==> config.mk <==
export PLATFORM = sky130hd
export DESIGN_NAME = apb_reg_slave
export DESIGN_NICKNAME = d
export VERILOG_FILES = /design/src/rtl/apb_reg_slave.sv
export SDC_FILE = /design/constraint.sdc
export NUM_CORES = 1
export LEC_CHECK = 0
export ABC_AREA = 1
export CELL_PAD_IN_SITES_DETAIL_PLACEMENT = 1
export CELL_PAD_IN_SITES_GLOBAL_PLACEMENT = 1
export CORE_AREA = 4 4 103 178
export DETAILED_ROUTE_END_ITERATION = 10
export DIE_AREA = 0 0 107 182
export GPL_ROUTABILITY_DRIVEN = 1
export GPL_TIMING_DRIVEN = 0
export PLACE_DENSITY_LB_ADDON = 0.12
export SLEW_MARGIN = 15
export SYNTH_ARGS = -nofsm -noshare
export SYNTH_HDL_FRONTEND = slang
export SYNTH_SLANG_ARGS = --single-unit
==> constraint.sdc <==
create_clock -name pclk -period 6.55 [get_ports pclk]
set_input_delay 1.31 -clock pclk [delete_from_list [all_inputs] [get_ports pclk]]
set_output_delay 1.31 -clock pclk [all_outputs]
set_load 0.05 [all_outputs]
### Routed metal per tile, run 1

The die is cut into 21 by 36 equal tiles; dark blue is low, red is high, scaled to the fullest tile. Values are wire area over tile area, all layers added.
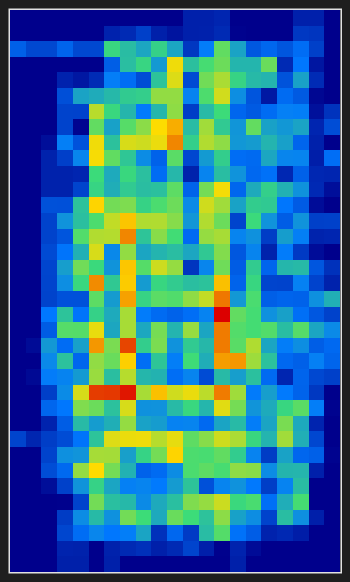
21% of the tiles are over half the peak. The emptiest ninth of the die: upper left. The fullest tile reaches 0.39. The mean over all tiles is 0.12.
vias: 4,132
GRT Total Usage: 0.1664
WL/cell: 16.52 um
Routed WL: 14,900 um

### Where the registers sit, run 1

Bar = 20 um. Other sequential cells in the stronger grey, the rest of the logic in the fainter grey.
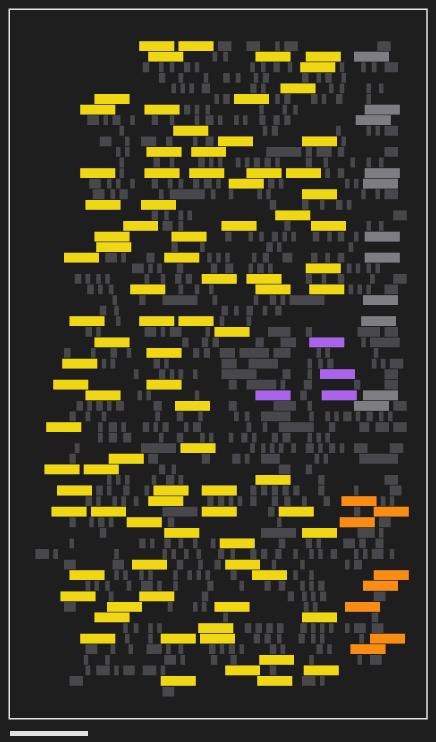
Purple marks addr_q, flops 4, where middle right. Yellow marks regs, flops 88. Orange marks wcount, flops 8, where lower right.
Another 11 sequential cells are not coloured.
fin util: 0.3643
sequential power: 860 uW
Seq/total area: 0.4520

### Cell outlines without signal wires, run 1

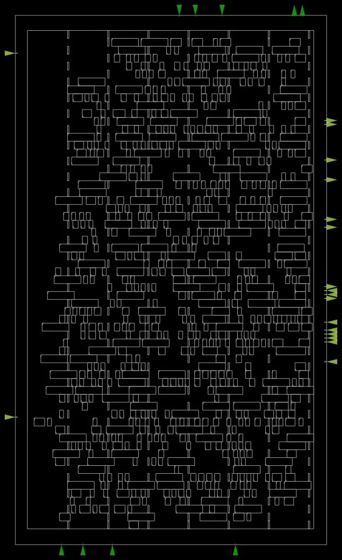
Finished Layout Cells: 902
Core Area: 16,870 um^2

==> results.json, run 1 <==
{
  "outcome": "finished, final reports clean",
  "topCombFamilyByArea": "simple AND/OR/NAND/NOR gates",
  "crit_chain": "clkdlybuf4s50_1, inv_1, nor2_1, buf_2, nand3_1, nand3_1, nor2_1, nand4_1, nand2_1, nand4_1, nand2_1, nand2_1",
  "area_delta_synth_final_pct": 16.15,
  "critical_path_peak_fanout": 10,
  "maxCapViolCount": 0,
  "mostFrequentLayoutCells": "199 x nand2_1, 111 x dfrtp_1, 64 x inv_1",
  "arrival_ns": 3.53,
  "grt_setup_unrepaired": "no",
  "post-route-worst-setup-slack_ns": 3.310,
  "io_pins": 27,
  "antenna_left": 0,
  "netlist_area_um2": 5291,
  "rrSetupSlack_ns": 4.66,
  "antenna_found_initial": 0,
  "power_leakage_nw": 2.936,
  "end_kind": "flip-flop",
  "diodes": 0,
  "die_w_um": 107,
  "simple_gate_area_frac": 0.2734,
  "syn_avg_cell_area_um2": 8.372,
  "grt_max_degree": 59,
  "cts_hold_repair.buffers": 0,
  "critPathMaxStageDelay_ns": 0.53,
  "dp.final_hpwl_um": 11340,
  "edf_count": 0,
  "nets": 688,
  "cp_data_required_time_ns": 6.84,
  "ys_types": 30,
  "postSynthCellCount": 632,
  "ys.flop_type": "dfrtp_1",
  "layout_worst_path_cycle_share": 0.4946,
  "path_depth": 12,
  "crit_type": "input pin to flip-flop",
  "clock-root-buffer": "clkbuf_16",
  "slowest_stage": "clkdlybuf4s50_1",
  "top_cell_area_share": 0.5249,
  "synth_adder_area_share": 0.002365,
  "worst_pin_slew_ns": 0.7827,
  "final_common_cell": "nand2_1",
  "ys_warn_count": 0,
  "drc_errors": 0,
  "dieArea_um2": 19470,
  "numCtsBuffers": 9,
  "top_cells_by_area": "dfrtp_1 52%, nand2_1 14%, o21ai_1 5.0%",
  "clock_latency_ns": 0.36,
  "setup_viol": 0,
  "cts_sinks": 111,
  "drive_above_1_share": 0.1111,
  "fin_skew_ns": 0.01124,
  "ir_worst_vdd_mv": 0.1149,
  "mux_area_frac": 0,
  "ff2ff_path_depth": 7,
  "yosys_area_um2": 5291,
  "slew_headroom": 0.4782,
  "fin_crit_ns": 3.240,
  "cp_top_family": "simple AND/OR/NAND/NOR gates",
  "maxSlewViolCount": 0,
  "tool_warnings": 26,
  "whs_ns": 0.4792,
  "fp_nets": 650,
  "yosys.area.top_type": "dfrtp_1",
  "max_clock_freq_ghz": 0.3087,
  "yosys.stat.seqShare": 0.5249,
  "first_pass_iters": 4,
  "initialDrtViolationCount": 142,
  "port_buffers": 26,
  "finalWeightedCongestion": 0.7814,
  "hold_path_class": "flip-flop to flip-flop",
  "hold_depth": 2
}
## run 1: final cells by class
type / count / area (um^2)
clock buffers: 12 / 246.5
inverters: 69 / 267.8
flip-flops and latches: 111 / 2778
multi-input cells: 427 / 2118
clock inverters: 4 / 31.28
fillers: 2069 / 10720
repair buffers: 27 / 287.8
well taps: 227 / 284.0
plain buffers: 25 / 132.6
## run 1: power by group
part	total [mW]	switching [mW]	leakage [nW]	internal (mW)
clock	0.535	0.265	0.125	0.270
sequential	0.860	0.0682	1.49	0.792
combinational	0.288	0.187	1.32	0.101
## run 1: per-stage QoR
stage                 util  cell area [um^2]  instances  power (mW)
floorplan                -              5291        632       1.060
global placement    0.3459              5836        885       1.149
detailed placement  0.3479              5868        886       1.168
CTS                 0.3643              6146        902       1.708
global route        0.3643              6146        902       1.788
finish              0.3643              6146        902       1.683
## run 1: per-layer routing
metal	wire length [um]	track usage	vias up
met5	0	0	-
met2	7847	0.2953	37
met1	6510	0.2058	1986
li1	-	-	2096
met4	256	0.05837	0
met3	288	0.02028	13
## run 1: tightest hold or removal path: stages (launching register included)
cell and delay (ns):
dfrtp_1 0.34, nand2_1 0.06, o21ai_2 0.05
## run 1: cells by family (layout without fill, tap and decap cells)
family	Yosys count	in the layout
AOI/OAI and AO/OA	107	107
xor gates and xnor gates	7	7
adders and majority gates	1	1
buffers and inverters	94	137
DFF	111	111
and+or+nand+nor	312	312
## run 1: synth_stat cells, types with 5 or more instances
cell / n
nor2_2: 5
nand2_1: 199
a21oi_1: 5
nand4_4: 5
nor2_1: 32
o21ai_1: 53
inv_1: 65
xor2_1: 6
clkbuf_1: 9
nand4_1: 11
buf_2: 13
o21ai_0: 32
nand3_1: 41
o21ai_2: 16
dfrtp_1: 111
==> run 1 -> run 2 <==
Clock period 6.55 ns to 3.38 ns, I/O delays scaled along.
### Clock distribution, run 2

Bar = 20 um.
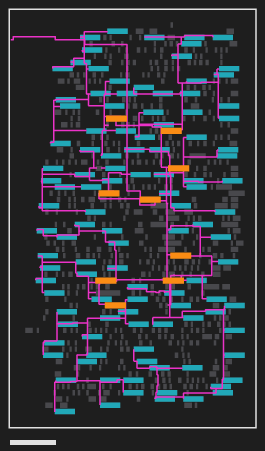
Magenta marks clock wires, length 1,570 um. Orange marks clock-net drivers, count 9. Cyan marks flip-flops, count 111.
There are 10 routed clock nets. Position of the flops: all over the die.
Fin Clk Skew: 0.009439 ns
clock share of power: 0.326

### Cell sizes after repair, run 2

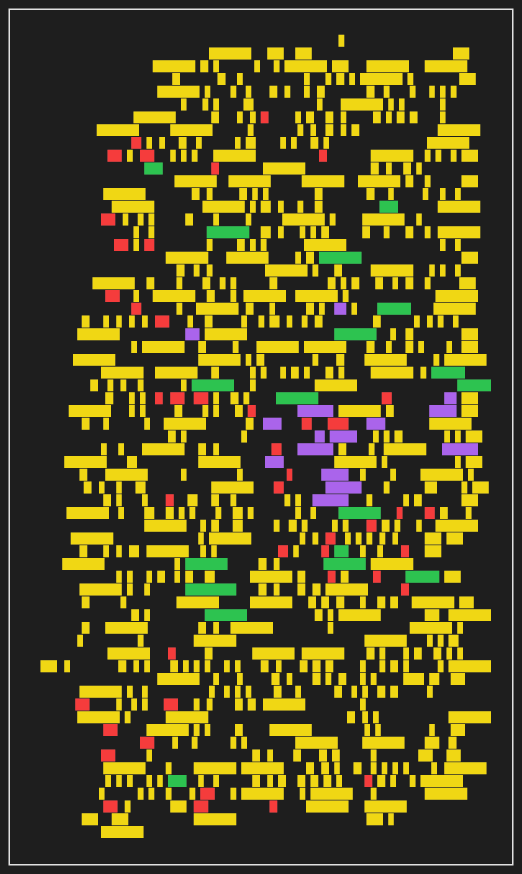
Yellow marks x1 and smaller, cells 600, share 89%. Red marks x2, cells 44, share 6.5%. Purple marks x3 and x4, cells 15, share 2.2%. Green marks x6 and larger, cells 18, share 2.7%.
fin worst setup slack: 0.7946 ns
Area Overhead vs Synth: 17.31%
fin area: 6207 um^2
Buffers, non-clock: 55

### Cell outlines without signal wires, run 2

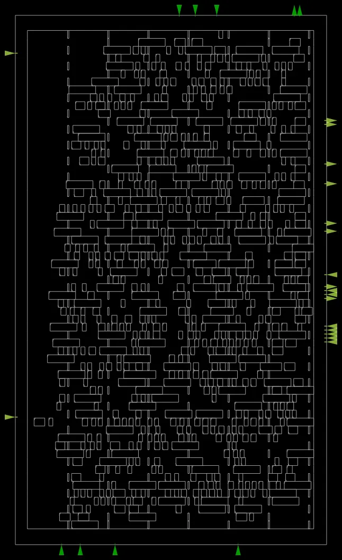
FF+latch count: 111
fin util: 0.3680
# rows: 63
Tap Count: 227
Seq/total area: 0.4475

==> run 2 against run 1 <==
Clock skew shrank 0.0018 ns. Area after synthesis is the same. Global-route usage is essentially flat. Clock-buffer cell count shrank 1. Sequential power grew 94%. Hold slack lost 0.00066 ns. Non-clock buffer count grew 3. Register-to-register slack lost 3.1 ns. Cell area grew 1.0%.
==> results.json, run 2 <==
{
  "end_kind": "flip-flop",
  "topCombFamilyByArea": "simple AND/OR/NAND/NOR gates",
  "initialDrtViolationCount": 183,
  "combGateArea_um2": 2118,
  "maxCapViolCount": 0,
  "fin_crit_ns": 2.585,
  "grt_setup_unrepaired": "no",
  "finalWirelength_um": 15200,
  "top_cells_by_area": "dfrtp_1 52%, nand2_1 14%, o21ai_1 5.0%",
  "cts_hold_repair.buffers": 0,
  "antenna_found_initial": 0,
  "dp.cells": 889,
  "track_usage": 0.1664,
  "cp_top_family": "simple AND/OR/NAND/NOR gates",
  "top_cell_area_share": 0.5249,
  "top_cells_by_count": "199 x nand2_1, 111 x dfrtp_1, 65 x inv_1",
  "drive_above_1_share": 0.1137,
  "yosys.area.top_type": "dfrtp_1",
  "regArea_um2": 2778,
  "ys_types": 30,
  "antenna_left": 0,
  "final_common_cell": "nand2_1",
  "netlist_area_um2": 5291,
  "tool_warnings": 26,
  "yosys_area_um2": 5291,
  "dp.final_hpwl_um": 11690,
  "ir_worst_vdd_mv": 0.2266,
  "cp_data_required_time_ns": 3.67,
  "critical_path_peak_fanout": 10,
  "synth_adder_area_share": 0.002365,
  "clock_latency_ns": 0.35,
  "path_depth": 12,
  "crit_chain": "clkdlybuf4s50_1, inv_1, nor2_1, buf_2, nand3_1, nand3_1, nor2_1, nand4_1, nand2_1, nand4_1, nand2_1, nand2_1",
  "simple_gate_area_frac": 0.2734,
  "core-area_um2": 16870,
  "yosysCellCount": 632,
  "post_cts_resize_count": 0,
  "numCtsBuffers": 9,
  "nets": 691,
  "layout_worst_path_cycle_share": 0.7649,
  "worst_pin_slew_ns": 0.7829,
  "maxSlewViolCount": 0,
  "drc_errors": 0,
  "outcome": "finished, final reports clean",
  "cts_max_path_buffers": 2,
  "first_pass_iters": 4,
  "wl_per_cell_um": 16.81,
  "vias": 4220,
  "hold_path_class": "flip-flop to flip-flop",
  "slew_headroom": 0.4781,
  "synth.most_common_cell": "nand2_1",
  "arrival_ns": 2.87,
  "stdcell_count": 904,
  "fp_nets": 650,
  "yosys.stat.seqShare": 0.5249,
  "nFillCells": 2081,
  "slowest_stage": "clkdlybuf4s50_1",
  "power_leakage_nw": 2.968,
  "syn_avg_cell_area_um2": 8.372,
  "grt_max_degree": 29,
  "p_per_area_nw_per_um2": 533.2,
  "setup_viol": 0,
  "ff2ff_path_depth": 7,
  "die_w_um": 107,
  "whs_ns": 0.4785,
  "mostFrequentLayoutCells": "199 x nand2_1, 111 x dfrtp_1, 64 x inv_1",
  "clock-root-buffer": "clkbuf_16",
  "postSynthCellCount": 632,
  "crit_type": "input pin to flip-flop",
  "hold_depth": 2,
  "cts_sinks": 111,
  "ys_warn_count": 0,
  "mux_area_frac": 0,
  "edf_count": 0,
  "rrSetupSlack_ns": 1.54,
  "io_pins": 27,
  "cts_tree": "yes",
  "port_buffers": 26,
  "grt_pass1_vias": 4515,
  "ys.flop_type": "dfrtp_1"
}
-- run 2: cell counts after synthesis --
Identical to the previous run, type by type.
-- run 2: layer usage --
metal  track usage  wire length, um  vias to the layer above
li1              -                -                     2102
met3       0.02455              378                       11
met5             0                0                        -
met1        0.2064             6517                     2052
met2        0.2966             8028                       55
met4       0.04813              272                        0
-- run 2: power by group --
| part | leakage [nW] | switching (mW) | internal, mW |
|---|---|---|---|
| combinational | 1.34 | 0.362 | 0.201 |
| sequential | 1.49 | 0.134 | 1.53 |
| clock | 0.136 | 0.501 | 0.577 |
-- run 2: worst register-to-register path, stage by stage, from the launching register on --
cell	delay (ns)
dfrtp_1	0.40
nor2_1	0.20
nand4_4	0.21
clkinv_2	0.25
nand4_2	0.24
buf_2	0.27
nand2_1	0.08
o21ai_1	0.06
-- run 2: logic make-up (layout without fill, tap and decap cells) --
| group | Yosys count | after routing |
|---|---|---|
| compound gates | 107 | 107 |
| simple gates | 312 | 312 |
| fa+ha+maj | 1 | 1 |
| flops | 111 | 111 |
| xor+xnor | 7 | 7 |
| buf+inv | 94 | 139 |
-- run 2: metrics by stage --
step,area [um^2],power (mW),util
6_report,6207,3.310,0.3680
5_1_grt,6207,3.515,0.3680
3_5_place_dp,5919,2.268,0.3509
4_1_cts,6207,3.362,0.3680
3_3_place_gp,5839,2.226,0.3462
2_1_floorplan,5295,2.054,-
-- run 2: cell type report --
| type | count | area share |
|---|---|---|
| Sequential cell | 111 | 0.4475 |
| Multi-Input combinational cell | 427 | 0.3413 |
| Clock buffer | 11 | 0.03749 |
| Inverter | 69 | 0.04293 |
| Clock inverter | 4 | 0.008869 |
| Timing Repair Buffer | 30 | 0.05483 |
| Tap cell | 227 | 0.04576 |
| Buffer | 25 | 0.02137 |
Power figures rest on the tool's default switching activity, not on a simulated workload.
